## src/rtl/decoder_arb_pkg.sv

```systemverilog
// Shared types and sizes for the round-robin arbiter feeding the 2-to-4 decoder.
// Latency: n/a (declarations only).
// Backpressure: n/a.
package decoder_arb_pkg;

    localparam int NUM_REQ = 4;
    localparam int IDX_W   = 2;

    typedef enum logic [1:0] {
        IDLE  = 2'd0,
        GRANT = 2'd1,
        GAP   = 2'd2
    } arb_state_t;

endpackage

```

## src/rtl/rr_pick.sv

```systemverilog
// Round-robin pick: first set request starting at ptr, wrapping modulo NUM_REQ.
// Latency: purely combinational.
// Backpressure: none; any=0 means no request, and idx is then don't-care (0 offset).
//
// Ports:
//   req  in  NUM_REQ  request vector
//   ptr  in  IDX_W    highest-priority index
//   idx  out IDX_W    picked index
//   any  out 1        at least one request present
module rr_pick
    import decoder_arb_pkg::*;
(
    input  logic [NUM_REQ-1:0] req,
    input  logic [IDX_W-1:0]   ptr,
    output logic [IDX_W-1:0]   idx,
    output logic               any
);

    logic [2*NUM_REQ-1:0] dbl;
    logic [NUM_REQ-1:0]   rot;
    logic [IDX_W-1:0]     off;

    // Rotate right by ptr so that position 0 of rot is requester ptr.
    assign dbl = {req, req} >> ptr;
    assign rot = dbl[NUM_REQ-1:0];

    // Find-first from the bottom: scan downward so the lowest set bit wins.
    always_comb begin
        off = '0;
        for (int i = NUM_REQ - 1; i >= 0; i--) begin
            if (rot[i]) begin
                off = IDX_W'(i);
            end
        end
    end

    // Rotate back; the IDX_W-bit add wraps modulo NUM_REQ.
    assign idx = ptr + off;
    assign any = |req;

endmodule

```

## src/rtl/rr_decoder_arbiter.sv

```systemverilog
// Round-robin arbiter driving a 2-to-4 enable decoder: registered owner address + enable.
// Latency: request seen at an edge -> enable=1 after that edge; one dead cycle between owners.
// Backpressure: none; grants are bounded to MAX_HOLD cycles when others wait.
//
// Ports:
//   clk       in   1  rising-edge clock
//   rst_n     in   1  asynchronous active-low reset
//   req       in   4  level-sensitive requests
//   address0  out  1  owner index bit 0 (registered)
//   address1  out  1  owner index bit 1 (registered)
//   enable    out  1  grant valid (registered)
//   busy      out  1  high in GRANT or GAP (registered)
module rr_decoder_arbiter
    import decoder_arb_pkg::*;
#(
    parameter int MAX_HOLD = 8,
    parameter int CNT_W    = 8
)(
    input  logic               clk,
    input  logic               rst_n,
    input  logic [NUM_REQ-1:0] req,
    output logic               address0,
    output logic               address1,
    output logic               enable,
    output logic               busy
);

    arb_state_t         state;
    logic [IDX_W-1:0]   ptr;
    logic [IDX_W-1:0]   owner;
    logic [CNT_W-1:0]   cnt;

    logic [IDX_W-1:0]   pick_idx;
    logic               pick_any;
    logic [NUM_REQ-1:0] owner_mask;
    logic               owner_req;
    logic               others_req;
    logic               expired;

    rr_pick u_pick (
        .req (req),
        .ptr (ptr),
        .idx (pick_idx),
        .any (pick_any)
    );

    assign owner_mask = NUM_REQ'(1) << owner;
    assign owner_req  = |(req & owner_mask);
    assign others_req = |(req & ~owner_mask);
    assign expired    = (cnt == CNT_W'(MAX_HOLD - 1));

    always_ff @(posedge clk or negedge rst_n) begin
        if (!rst_n) begin
            state  <= IDLE;
            ptr    <= '0;
            owner  <= '0;
            cnt    <= '0;
            enable <= 1'b0;
            busy   <= 1'b0;
        end else begin
            case (state)
                // IDLE and GAP arbitrate identically; in GAP ptr already points past the
                // previous owner, which may still win if it is the only requester.
                IDLE, GAP: begin
                    if (pick_any) begin
                        state  <= GRANT;
                        owner  <= pick_idx;
                        cnt    <= '0;
                        enable <= 1'b1;
                        busy   <= 1'b1;
                    end else begin
                        state  <= IDLE;
                        enable <= 1'b0;
                        busy   <= 1'b0;
                    end
                end
                GRANT: begin
                    // Owner drop and forced rotation both collapse into one GAP transition.
                    if (!owner_req || (expired && others_req)) begin
                        state  <= GAP;
                        ptr    <= owner + IDX_W'(1);
                        cnt    <= '0;
                        enable <= 1'b0;
                        busy   <= 1'b1;
                    end else if (expired) begin
                        // Nobody else waiting: re-grant the same owner without a gap.
                        cnt <= '0;
                    end else begin
                        cnt <= cnt + CNT_W'(1);
                    end
                end
                default: begin
                    state  <= IDLE;
                    enable <= 1'b0;
                    busy   <= 1'b0;
                end
            endcase
        end
    end

    assign address0 = owner[0];
    assign address1 = owner[1];

endmodule
```

## config.mk

```make
export PLATFORM = sky130hd
export DESIGN_NAME = rr_decoder_arbiter
export DESIGN_NICKNAME = d
export VERILOG_FILES = /design/src/rtl/decoder_arb_pkg.sv /design/src/rtl/rr_pick.sv /design/src/rtl/rr_decoder_arbiter.sv
export SDC_FILE = /design/constraint.sdc
export NUM_CORES = 1
export LEC_CHECK = 0
export ABC_CLOCK_PERIOD_IN_PS = 3100
export CORE_MARGIN = 5
export CORE_UTILIZATION = 48
export CTS_BUF_LIST = sky130_fd_sc_hd__clkbuf_4
export DETAILED_ROUTE_END_ITERATION = 10
export GPL_TIMING_DRIVEN = 0
export PLACE_DENSITY = 0.65
export SETUP_SLACK_MARGIN = 0.2
export SYNTH_ARGS = -nofsm -noshare
export SYNTH_HDL_FRONTEND = slang
export SYNTH_SLANG_ARGS = --single-unit
```

## constraint.sdc

```tcl
create_clock -name clk -period 3.1 [get_ports clk]
set_clock_uncertainty 0.1 [all_clocks]
set_input_delay 0.62 -clock clk [delete_from_list [all_inputs] [get_ports clk]]
set_output_delay 0.62 -clock clk [all_outputs]
set_load 0.03 [all_outputs]
```

==> run_1/io_fan.png <==
Scale: 4 px per µm.
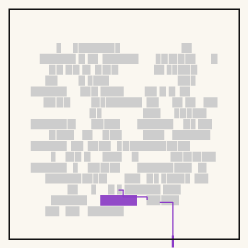
Purple stands for enable, direction output, end cells 1, buffers 1, wire 21.4 µm.

==> run_1/io_placement.png <==
Scale: 8 px per µm. Pins as bars across the die edge, other pins in gray.
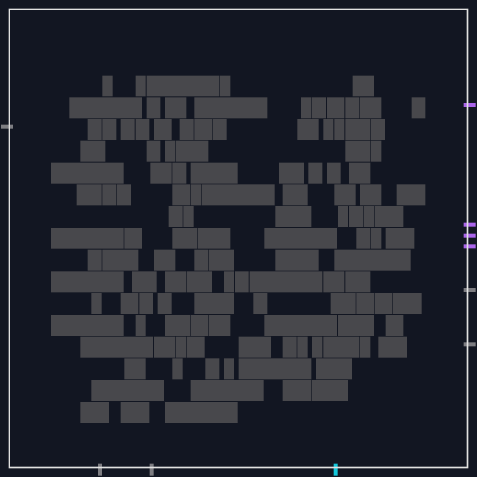
Purple stands for req, pins 4, direction input, edge east. Cyan stands for enable, pins 1, direction output, edge south.

==> flow_results.xml, run 1 <==
<?xml version="1.0" encoding="UTF-8"?>
<metrics>
  <group name="placed_design">
    <metric name="place.port_buffers" unit="">8</metric>
    <metric name="placed_area" unit="mm²">0.001180</metric>
    <metric name="placement.setup.worst_slack" unit="ns">0.3627</metric>
    <metric name="numPlacedInstances" unit="">149</metric>
    <metric name="detailedPlacementHpwl" unit="mm">1.517</metric>
  </group>
  <group name="yosys">
    <metric name="fraction_of_post_synthesis_cell_area_in_the_top_cell_type_by_area" unit="%">37.60</metric>
    <metric name="synth_stat.cells" unit="">113</metric>
    <metric name="synthDistinctLibCells" unit="">42</metric>
    <metric name="synth.yosys.warnings" unit="">0</metric>
    <metric name="most_common_cell" unit="">sky130_fd_sc_hd__dfrtp_1</metric>
    <metric name="ys_async_sr_fraction" unit="%">100.0</metric>
    <metric name="synth_nets" unit="">125</metric>
    <metric name="yosys.area.top_type" unit="">sky130_fd_sc_hd__dfrtp_1</metric>
    <metric name="topCellsByArea" unit="">sky130_fd_sc_hd__dfrtp_1 38%, sky130_fd_sc_hd__ha_1 7.1%, sky130_fd_sc_hd__o21ai_0 5.6%</metric>
    <metric name="synth_area_per_cell" unit="µm²">9.423</metric>
    <metric name="netlist_area" unit="mm²">0.001065</metric>
    <metric name="netlist_top_cells_count" unit="">16 x sky130_fd_sc_hd__dfrtp_1, 12 x sky130_fd_sc_hd__o21ai_0, 10 x sky130_fd_sc_hd__nand2_1, 8 x sky130_fd_sc_hd__inv_1, 7 x sky130_fd_sc_hd__a21oi_1</metric>
    <metric name="synth-edff-count" unit="">0</metric>
    <metric name="synthTopLogicFamily" unit="">simple AND/OR/NAND/NOR gates</metric>
    <metric name="yosys_register_bits" unit="">16</metric>
    <metric name="synth_simple_gate_area_share" unit="%">24.79</metric>
    <metric name="ys_area" unit="mm²">0.001065</metric>
  </group>
  <group name="timing">
    <metric name="setup_ws" unit="ns">0.6761</metric>
    <metric name="timing.final.setup_violations" unit="">0</metric>
    <metric name="holdWs" unit="ns">0.4018</metric>
    <metric name="maxSlewHeadroom" unit="%">54.30</metric>
    <metric name="maxClockFrequency" unit="GHz">0.4126</metric>
    <metric name="report.final.slew_viol_count" unit="">0</metric>
    <metric name="setup_repair_after_global_routing_missed_its_margin" unit="">no</metric>
    <metric name="fin_setup_tns" unit="ns">0</metric>
    <metric name="hold_viol_final" unit="">0</metric>
  </group>
  <group name="status">
    <metric name="outcome" unit="">finished, final reports clean</metric>
  </group>
  <group name="layout">
    <metric name="layout-area-overhead-vs-synth" unit="%">13.28</metric>
    <metric name="finalCoreUtilization" unit="%">55.59</metric>
    <metric name="stdcell_count" unit="">153</metric>
    <metric name="nNonClkBuffers" unit="">10</metric>
    <metric name="layout.nonclk_buf_share" unit="%">7.365</metric>
    <metric name="dominant-cell-class" unit="">logic gates</metric>
    <metric name="final_design_area_no_fill" unit="mm²">0.001206</metric>
    <metric name="clockNetworkAreaShare" unit="%">2.178</metric>
    <metric name="comb_area_share" unit="%">51.87</metric>
    <metric name="seq_area" unit="µm²">400.4</metric>
    <metric name="nonClockInverterCount" unit="">8</metric>
    <metric name="layout-drive-gt1-share" unit="%">12.00</metric>
    <metric name="num-multi-input-gates" unit="">87</metric>
    <metric name="largest_reg_flops" unit="">8</metric>
    <metric name="fraction_of_area_in_registers" unit="%">33.19</metric>
    <metric name="num_antenna_cells" unit="">0</metric>
    <metric name="fill_cells" unit="">207</metric>
    <metric name="final_layout_top_logic_cell" unit="">sky130_fd_sc_hd__dfrtp_1</metric>
    <metric name="nets" unit="">138</metric>
    <metric name="registers.top_by_ff_count" unit="">cnt</metric>
    <metric name="flop-count" unit="">16</metric>
    <metric name="area.combinational" unit="µm²">625.6</metric>
    <metric name="clockBufferCount" unit="">3</metric>
  </group>
  <group name="floorplan">
    <metric name="design.core.area" unit="mm²">0.002170</metric>
    <metric name="boundaryPins" unit="">10</metric>
    <metric name="taps" unit="">28</metric>
    <metric name="chipArea" unit="mm²">0.003260</metric>
    <metric name="initCoreUtil" unit="%">49.08</metric>
    <metric name="floorplan.die.height" unit="µm">57.10</metric>
  </group>
  <group name="drt">
    <metric name="drt-initial-drc-count" unit="">18</metric>
    <metric name="wl_met1" unit="µm">917</metric>
    <metric name="detailroute.wirelength.met2" unit="mm">1.005</metric>
    <metric name="route.vias.total" unit="">879</metric>
    <metric name="route.detailed.drc" unit="">0</metric>
    <metric name="first_pass_iters" unit="">4</metric>
    <metric name="drtAntennaViolNets" unit="">0</metric>
    <metric name="met3_length" unit="µm">83</metric>
  </group>
  <group name="cts">
    <metric name="clkSlewWorstSetupHoldPaths" unit="ns">0.09</metric>
    <metric name="cts_hold_buffers" unit="">0</metric>
    <metric name="cts_resized" unit="">0</metric>
    <metric name="number_of_levels_the_h_tree_was_split_into" unit="">1</metric>
    <metric name="cts_num_sinks" unit="">16</metric>
    <metric name="cts_tree" unit="">built</metric>
    <metric name="clock_path_buffers" unit="">2</metric>
    <metric name="cts-root-buf" unit="">sky130_fd_sc_hd__clkbuf_4</metric>
  </group>
  <group name="power_and_ir_drop">
    <metric name="powerSeq" unit="mW">0.329</metric>
    <metric name="total_power_of_the_final_layout" unit="mW">0.9849</metric>
    <metric name="power.density_cell_area" unit="mW/mm²">816.6</metric>
    <metric name="powerComb" unit="mW">0.541</metric>
    <metric name="irDropWorstVdd" unit="V">0.0005148</metric>
    <metric name="power.share.switching" unit="%">42.72</metric>
    <metric name="power.group.top" unit="">combinational cells</metric>
    <metric name="clk-power" unit="mW">0.114</metric>
    <metric name="cellInternalPower" unit="mW">0.5641</metric>
    <metric name="share_clk_of_total_power" unit="%">11.6</metric>
    <metric name="share_of_total_power_in_combinational_logic" unit="%">54.9</metric>
    <metric name="part_of_the_total_power_dissipated_in_sequential_elements" unit="%">33.5</metric>
  </group>
  <group name="global_route">
    <metric name="global_route.usage.met2" unit="%">22.51</metric>
    <metric name="grt_pass1_wl" unit="mm">3.622</metric>
    <metric name="grt_pass1_vias" unit="">860</metric>
    <metric name="grt-busiest-layer" unit="">met2</metric>
    <metric name="grt-ovfl-total" unit="">0</metric>
    <metric name="number_of_antenna_violations_at_the_first_check_in_global_routing" unit="">0</metric>
  </group>
  <group name="critical_path">
    <metric name="cp_peak_stage_delay" unit="ns">0.66</metric>
    <metric name="worst_setup_path_endpoint" unit="">owner[1]$_DFFE_PN0P_</metric>
    <metric name="rr_endpoint" unit="">owner[1]$_DFFE_PN0P_</metric>
    <metric name="endpoint_kind" unit="">flop</metric>
    <metric name="critical-path-slowest-cell" unit="">sky130_fd_sc_hd__clkdlybuf4s50_1</metric>
    <metric name="reg2reg_depth" unit="">10</metric>
    <metric name="crit_chain" unit="">clkdlybuf4s50_1 &gt; inv_1 &gt; o21ai_0 &gt; a21oi_1 &gt; a21oi_1 &gt; a21oi_1 &gt; ha_1 &gt; xor2_1 &gt; xnor2_1 &gt; o21ai_0</metric>
    <metric name="worst_path_dominant_cell_family" unit="">buffers and inverters</metric>
    <metric name="worst-endpoint-required" unit="ns">3.18</metric>
    <metric name="criticalPathCategory" unit="">primary input to flop</metric>
    <metric name="critical_path_arrival" unit="ns">2.50</metric>
    <metric name="critical_path_cell_count" unit="">10</metric>
    <metric name="cp-start-kind" unit="">primary input</metric>
    <metric name="crit_path_frequent_cell" unit="">sky130_fd_sc_hd__a21oi_1</metric>
    <metric name="path_buffers" unit="">2</metric>
  </group>
  <group name="flow_run">
    <metric name="max_cap_viol_count" unit="">0</metric>
  </group>
  <group name="hold_path">
    <metric name="min_from" unit="">busy$_DFFE_PN0P_</metric>
    <metric name="class_of_the_most_critical_hold_timing_path" unit="">flop to flop</metric>
    <metric name="whs_endpoint" unit="">busy$_DFFE_PN0P_</metric>
    <metric name="min_delay_path_depth" unit="">1</metric>
  </group>
</metrics>
==> run_1/layer_met2.png <==
Scale: 8 px per µm.
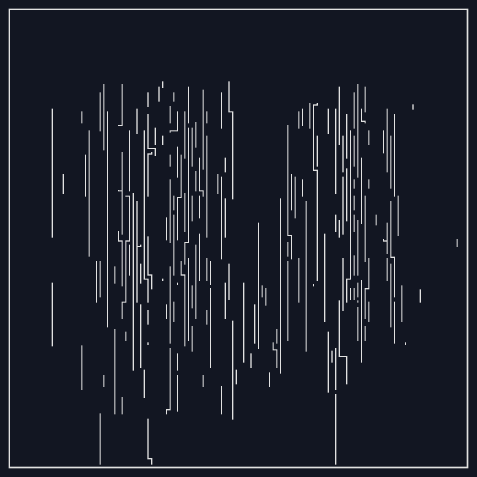
115 nets have wire on it. The wires run mostly vertical. The layer carries 1010 µm of wire.

--- run 2 (diff from run 1) ---
--- a/config.mk
+++ b/config.mk
@@ -5,7 +5,7 @@
 export SDC_FILE = /design/constraint.sdc
 export NUM_CORES = 1
 export LEC_CHECK = 0
-export ABC_CLOCK_PERIOD_IN_PS = 3100
+export ABC_CLOCK_PERIOD_IN_PS = 2300
 export CORE_MARGIN = 5
 export CORE_UTILIZATION = 48
 export CTS_BUF_LIST = sky130_fd_sc_hd__clkbuf_4
==> constraint.sdc (replaced) <==
create_clock -name clk -period 2.3 [get_ports clk]
set_clock_uncertainty 0.1 [all_clocks]
set_input_delay 0.46 -clock clk [delete_from_list [all_inputs] [get_ports clk]]
set_output_delay 0.46 -clock clk [all_outputs]
set_load 0.03 [all_outputs]
==> run_2/wires.png <==
Scale: 4 px per µm. Only two layers are drawn.
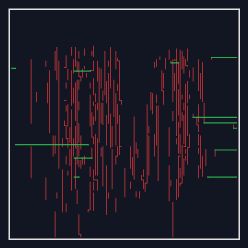
Green stands for metal 3, wire length 68.5 µm. Red stands for metal 2, wire length 1010 µm.

==> run_2/io_fan.png <==
Scale: 4 px per µm.
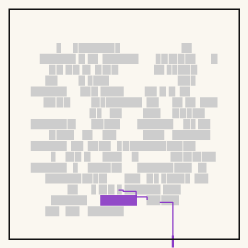
Purple stands for enable, direction output, end cells 1, buffers 1, wire 21.4 µm.

==> run_2/io_placement.png <==
Scale: 8 px per µm. Pins as bars across the die edge, other pins in gray.
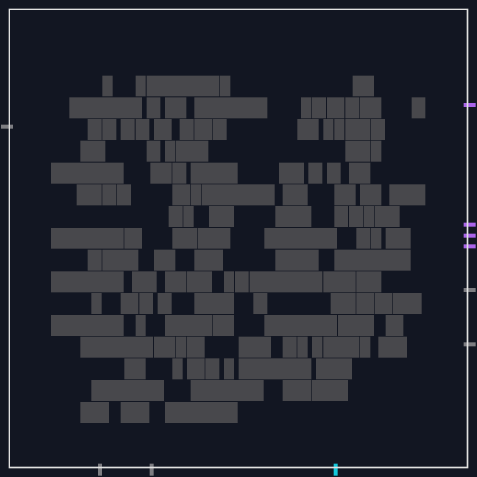
Cyan stands for enable, pins 1, direction output, edge south. Purple stands for req, pins 4, direction input, edge east.
All pins by edge: 6 east, 3 south, 1 west.

==> run 2 against run 1 <==
Effect of this change: utilization is 0.81 points higher; largest power group unchanged; combinational power is 39% higher; register-to-register slack worse by 0.68 ns.
==> flow_results.xml, run 2 <==
<?xml version="1.0" encoding="UTF-8"?>
<metrics>
  <group name="hold_path">
    <metric name="min_from" unit="">busy$_DFFE_PN0P_</metric>
    <metric name="whs_endpoint" unit="">busy$_DFFE_PN0P_</metric>
    <metric name="min_delay_path_depth" unit="">1</metric>
  </group>
  <group name="critical_path">
    <metric name="criticalPathCategory" unit="">primary input to flop</metric>
    <metric name="critical_path_cell_count" unit="">10</metric>
    <metric name="cp-start-kind" unit="">primary input</metric>
    <metric name="critical-path-slowest-cell" unit="">sky130_fd_sc_hd__dlygate4sd2_1</metric>
    <metric name="worst_setup_path_endpoint" unit="">owner[1]$_DFFE_PN0P_</metric>
    <metric name="path_buffers" unit="">2</metric>
  </group>
  <group name="yosys">
    <metric name="synth_simple_gate_area_share" unit="%">24.79</metric>
    <metric name="ys_async_sr_fraction" unit="%">100.0</metric>
    <metric name="fraction_of_post_synthesis_cell_area_in_the_top_cell_type_by_area" unit="%">37.60</metric>
    <metric name="synth.yosys.warnings" unit="">0</metric>
    <metric name="most_common_cell" unit="">sky130_fd_sc_hd__dfrtp_1</metric>
    <metric name="yosys.area.top_type" unit="">sky130_fd_sc_hd__dfrtp_1</metric>
    <metric name="synth-edff-count" unit="">0</metric>
    <metric name="netlist_area" unit="mm²">0.001065</metric>
    <metric name="synth_nets" unit="">125</metric>
    <metric name="netlist_top_cells_count" unit="">16 x sky130_fd_sc_hd__dfrtp_1, 12 x sky130_fd_sc_hd__o21ai_0, 10 x sky130_fd_sc_hd__nand2_1, 8 x sky130_fd_sc_hd__inv_1, 7 x sky130_fd_sc_hd__a21oi_1</metric>
    <metric name="yosys_register_bits" unit="">16</metric>
    <metric name="synth_stat.cells" unit="">113</metric>
  </group>
  <group name="cts">
    <metric name="cts-root-buf" unit="">sky130_fd_sc_hd__clkbuf_4</metric>
    <metric name="number_of_levels_the_h_tree_was_split_into" unit="">1</metric>
    <metric name="cts_hold_buffers" unit="">0</metric>
    <metric name="cts_num_sinks" unit="">16</metric>
  </group>
  <group name="layout">
    <metric name="largest_reg_flops" unit="">8</metric>
    <metric name="clockNetworkAreaShare" unit="%">2.147</metric>
    <metric name="fraction_of_area_in_registers" unit="%">32.72</metric>
    <metric name="layout-drive-gt1-share" unit="%">14.40</metric>
    <metric name="registers.top_by_ff_count" unit="">cnt</metric>
    <metric name="finalCoreUtilization" unit="%">56.40</metric>
    <metric name="nets" unit="">138</metric>
    <metric name="comb_area_share" unit="%">52.45</metric>
    <metric name="nonClockInverterCount" unit="">8</metric>
    <metric name="area.combinational" unit="µm²">641.9</metric>
  </group>
  <group name="drt">
    <metric name="wl_met1" unit="µm">943</metric>
    <metric name="route.detailed.drc" unit="">0</metric>
    <metric name="drt-initial-drc-count" unit="">11</metric>
    <metric name="detailroute.wirelength.met2" unit="mm">1.014</metric>
  </group>
  <group name="floorplan">
    <metric name="chipArea" unit="mm²">0.003260</metric>
    <metric name="taps" unit="">28</metric>
    <metric name="design.core.area" unit="mm²">0.002170</metric>
    <metric name="floorplan.die.height" unit="µm">57.10</metric>
    <metric name="boundaryPins" unit="">10</metric>
  </group>
  <group name="power_and_ir_drop">
    <metric name="powerComb" unit="mW">0.750</metric>
    <metric name="power.share.switching" unit="%">43.25</metric>
    <metric name="total_power_of_the_final_layout" unit="mW">1.351</metric>
    <metric name="irDropWorstVdd" unit="V">0.0007382</metric>
    <metric name="powerSeq" unit="mW">0.449</metric>
    <metric name="power.group.top" unit="">combinational cells</metric>
    <metric name="clk-power" unit="mW">0.153</metric>
  </group>
  <group name="global_route">
    <metric name="grt-ovfl-total" unit="">0</metric>
    <metric name="grt_pass1_wl" unit="mm">3.643</metric>
    <metric name="global_route.usage.met2" unit="%">22.68</metric>
    <metric name="grt_pass1_vias" unit="">857</metric>
  </group>
  <group name="timing">
    <metric name="maxSlewHeadroom" unit="%">54.31</metric>
    <metric name="holdWs" unit="ns">0.4013</metric>
  </group>
  <group name="status">
    <metric name="outcome" unit="">finished, final reports clean</metric>
  </group>
  <group name="placed_design">
    <metric name="place.port_buffers" unit="">8</metric>
    <metric name="detailedPlacementHpwl" unit="mm">1.517</metric>
  </group>
</metrics>
--- run 3 (diff from run 2) ---
--- a/config.mk
+++ b/config.mk
@@ -5,7 +5,7 @@
 export SDC_FILE = /design/constraint.sdc
 export NUM_CORES = 1
 export LEC_CHECK = 0
-export ABC_CLOCK_PERIOD_IN_PS = 2300
+export ABC_CLOCK_PERIOD_IN_PS = 2100
 export CORE_MARGIN = 5
 export CORE_UTILIZATION = 48
 export CTS_BUF_LIST = sky130_fd_sc_hd__clkbuf_4
==> constraint.sdc (replaced) <==
create_clock -name clk -period 2.1 [get_ports clk]
set_clock_uncertainty 0.1 [all_clocks]
set_input_delay 0.42 -clock clk [delete_from_list [all_inputs] [get_ports clk]]
set_output_delay 0.42 -clock clk [all_outputs]
set_load 0.03 [all_outputs]
==> run_3/layer_met2.png <==
Scale: 8 px per µm.
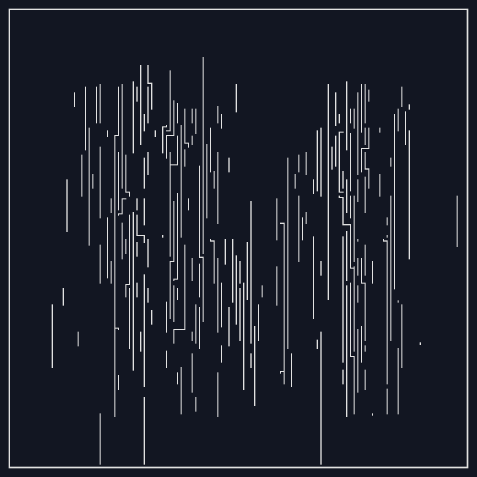
The longest straight run is 35.1 µm. The layer holds 50% of the routed length. 126 nets have wire on it.

==> run_3/wires.png <==
Scale: 4 px per µm. Only two layers are drawn.
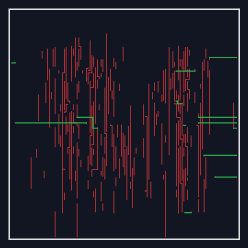
Green stands for metal 3, wire length 74.5 µm. Red stands for metal 2, wire length 1120 µm.

==> run_3/io_fan.png <==
Scale: 4 px per µm.
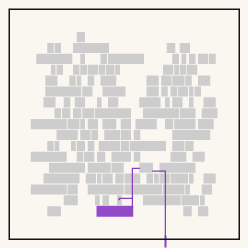
Purple stands for enable, direction output, end cells 1, buffers 1, wire 35.1 µm.

==> run 3 against run 2 <==
Effect of this change: synthesized cell count unchanged; sequential power up 8.5%; non-clock buffer count rose by 9; design area is 9.0% higher; largest cell class unchanged; synthesized area is the same; utilization up 5.1 points; hold slack worse by 0.0034 ns; critical endpoint is now ptr[1]$_DFFE_PN0P_; die size unchanged.
==> flow_results.xml, run 3 <==
<?xml version="1.0" encoding="UTF-8"?>
<metrics>
  <group name="status">
    <metric name="outcome" unit="">finished, final reports clean</metric>
  </group>
  <group name="critical_path">
    <metric name="critical_path_arrival" unit="ns">2.01</metric>
    <metric name="critical-path-slowest-cell" unit="">sky130_fd_sc_hd__or4_4</metric>
    <metric name="cp_peak_stage_delay" unit="ns">0.54</metric>
    <metric name="rr_endpoint" unit="">ptr[1]$_DFFE_PN0P_</metric>
    <metric name="worst_path_dominant_cell_family" unit="">simple AND/OR/NAND/NOR gates</metric>
    <metric name="worst_setup_path_endpoint" unit="">ptr[1]$_DFFE_PN0P_</metric>
    <metric name="ff2ff_setup_slack" unit="ns">0.18</metric>
    <metric name="worst-endpoint-required" unit="ns">2.18</metric>
    <metric name="path_buffers" unit="">0</metric>
    <metric name="crit_chain" unit="">or4_4 &gt; nor3_4 &gt; a21oi_2 &gt; nand2b_4 &gt; mux2_4</metric>
    <metric name="cp-start-kind" unit="">flop</metric>
    <metric name="reg2reg_depth" unit="">5</metric>
    <metric name="critical_path_cell_count" unit="">5</metric>
    <metric name="endpoint_kind" unit="">flop</metric>
    <metric name="criticalPathCategory" unit="">flop to flop</metric>
  </group>
  <group name="drt">
    <metric name="met3_length" unit="µm">74</metric>
    <metric name="first_pass_iters" unit="">4</metric>
    <metric name="route.detailed.drc" unit="">0</metric>
    <metric name="route.vias.total" unit="">907</metric>
    <metric name="drtAntennaViolNets" unit="">0</metric>
    <metric name="drt-initial-drc-count" unit="">18</metric>
    <metric name="top_layer" unit="">met4</metric>
    <metric name="wl_met1" unit="mm">1.008</metric>
    <metric name="detailroute.wirelength.met2" unit="mm">1.117</metric>
  </group>
  <group name="yosys">
    <metric name="most_common_cell" unit="">sky130_fd_sc_hd__dfrtp_1</metric>
    <metric name="netlist_area" unit="mm²">0.001065</metric>
    <metric name="synthTopLogicFamily" unit="">simple AND/OR/NAND/NOR gates</metric>
    <metric name="fraction_of_post_synthesis_cell_area_in_the_top_cell_type_by_area" unit="%">37.60</metric>
    <metric name="synthDistinctLibCells" unit="">42</metric>
    <metric name="ys_area" unit="mm²">0.001065</metric>
    <metric name="netlist_top_cells_count" unit="">16 x sky130_fd_sc_hd__dfrtp_1, 12 x sky130_fd_sc_hd__o21ai_0, 10 x sky130_fd_sc_hd__nand2_1, 8 x sky130_fd_sc_hd__inv_1, 7 x sky130_fd_sc_hd__a21oi_1</metric>
    <metric name="yosys_register_bits" unit="">16</metric>
    <metric name="synth_nets" unit="">125</metric>
    <metric name="synth_simple_gate_area_share" unit="%">24.79</metric>
    <metric name="topCellsByArea" unit="">sky130_fd_sc_hd__dfrtp_1 38%, sky130_fd_sc_hd__ha_1 7.1%, sky130_fd_sc_hd__o21ai_0 5.6%</metric>
    <metric name="synth.cellmix.adderShare" unit="%">7.051</metric>
    <metric name="yosys.area.top_type" unit="">sky130_fd_sc_hd__dfrtp_1</metric>
    <metric name="synth_area_per_cell" unit="µm²">9.423</metric>
    <metric name="synth-edff-count" unit="">0</metric>
    <metric name="synth_stat.cells" unit="">113</metric>
    <metric name="ys_async_sr_fraction" unit="%">100.0</metric>
  </group>
  <group name="global_route">
    <metric name="grt_pass1_wl" unit="mm">3.877</metric>
    <metric name="grt_pass1_vias" unit="">915</metric>
    <metric name="grt-busiest-layer" unit="">met2</metric>
    <metric name="grt-ovfl-total" unit="">0</metric>
    <metric name="largest_net_degree_at_the_start_of_global_routing" unit="">17</metric>
    <metric name="groute.layer.met3.usage" unit="%">2.262</metric>
    <metric name="number_of_antenna_violations_at_the_first_check_in_global_routing" unit="">0</metric>
    <metric name="global_route.usage.met2" unit="%">24.96</metric>
  </group>
  <group name="cts">
    <metric name="clock_path_buffers" unit="">2</metric>
    <metric name="cts_hold_buffers" unit="">0</metric>
    <metric name="cts_num_sinks" unit="">16</metric>
    <metric name="cts_tree" unit="">built</metric>
    <metric name="cts-root-buf" unit="">sky130_fd_sc_hd__clkbuf_4</metric>
    <metric name="cts_resized" unit="">14</metric>
    <metric name="clkSlewWorstSetupHoldPaths" unit="ns">0.10</metric>
    <metric name="number_of_levels_the_h_tree_was_split_into" unit="">1</metric>
  </group>
  <group name="layout">
    <metric name="seq_area" unit="µm²">402.9</metric>
    <metric name="layout.nonclk_buf_share" unit="%">12.20</metric>
    <metric name="nonClockInverterCount" unit="">8</metric>
    <metric name="clockNetworkAreaShare" unit="%">1.970</metric>
    <metric name="fill_cells" unit="">199</metric>
    <metric name="nets" unit="">147</metric>
    <metric name="registers.top_by_ff_count" unit="">cnt</metric>
    <metric name="finalCoreUtilization" unit="%">61.48</metric>
    <metric name="fraction_of_area_in_registers" unit="%">30.21</metric>
    <metric name="stdcell_count" unit="">162</metric>
    <metric name="largest_reg_flops" unit="">8</metric>
    <metric name="num-multi-input-gates" unit="">87</metric>
    <metric name="num_antenna_cells" unit="">0</metric>
    <metric name="clockBufferCount" unit="">3</metric>
    <metric name="dominant-cell-class" unit="">logic gates</metric>
    <metric name="comb_area_share" unit="%">50.75</metric>
    <metric name="area.combinational" unit="µm²">676.9</metric>
    <metric name="layout-area-overhead-vs-synth" unit="%">25.26</metric>
    <metric name="final_layout_top_logic_cell" unit="">sky130_fd_sc_hd__dfrtp_1</metric>
    <metric name="final_design_area_no_fill" unit="mm²">0.001334</metric>
    <metric name="nNonClkBuffers" unit="">19</metric>
    <metric name="layout-drive-gt1-share" unit="%">29.85</metric>
  </group>
  <group name="hold_path">
    <metric name="class_of_the_most_critical_hold_timing_path" unit="">flop to flop</metric>
    <metric name="whs_endpoint" unit="">busy$_DFFE_PN0P_</metric>
    <metric name="min_delay_path_depth" unit="">1</metric>
    <metric name="min_from" unit="">busy$_DFFE_PN0P_</metric>
  </group>
  <group name="power_and_ir_drop">
    <metric name="share_of_total_power_in_combinational_logic" unit="%">60.4</metric>
    <metric name="power.group.top" unit="">combinational cells</metric>
    <metric name="powerSeq" unit="mW">0.487</metric>
    <metric name="share_clk_of_total_power" unit="%">10.1</metric>
    <metric name="irDropWorstVdd" unit="V">0.001027</metric>
    <metric name="part_of_the_total_power_dissipated_in_sequential_elements" unit="%">29.5</metric>
    <metric name="total_power_of_the_final_layout" unit="mW">1.653</metric>
    <metric name="clk-power" unit="mW">0.167</metric>
    <metric name="powerComb" unit="mW">0.999</metric>
    <metric name="power.density_cell_area" unit="mW/mm²">1240</metric>
    <metric name="power.share.switching" unit="%">42.17</metric>
  </group>
  <group name="placed_design">
    <metric name="numPlacedInstances" unit="">149</metric>
    <metric name="placement.setup.worst_slack" unit="ns">-0.5022</metric>
    <metric name="placed_area" unit="mm²">0.001185</metric>
    <metric name="place.port_buffers" unit="">8</metric>
    <metric name="detailedPlacementHpwl" unit="mm">1.557</metric>
  </group>
  <group name="timing">
    <metric name="max_slew.worst_pin.slew" unit="ns">0.7071</metric>
    <metric name="setup_repair_after_global_routing_missed_its_margin" unit="">yes</metric>
    <metric name="timing.final.setup_violations" unit="">0</metric>
    <metric name="hold_viol_final" unit="">0</metric>
    <metric name="maxSlewHeadroom" unit="%">52.71</metric>
    <metric name="holdWs" unit="ns">0.3979</metric>
    <metric name="setup_ws" unit="ns">0.1779</metric>
    <metric name="fin_setup_tns" unit="ns">0</metric>
    <metric name="report.final.slew_viol_count" unit="">0</metric>
    <metric name="maxClockFrequency" unit="GHz">0.5203</metric>
  </group>
  <group name="floorplan">
    <metric name="taps" unit="">28</metric>
    <metric name="floorplan.die.height" unit="µm">57.10</metric>
    <metric name="design.core.area" unit="mm²">0.002170</metric>
    <metric name="boundaryPins" unit="">10</metric>
    <metric name="initCoreUtil" unit="%">49.08</metric>
  </group>
  <group name="flow_run">
    <metric name="max_cap_viol_count" unit="">0</metric>
  </group>
</metrics>
No activity file was given, so power comes from the tool's default toggle rates.
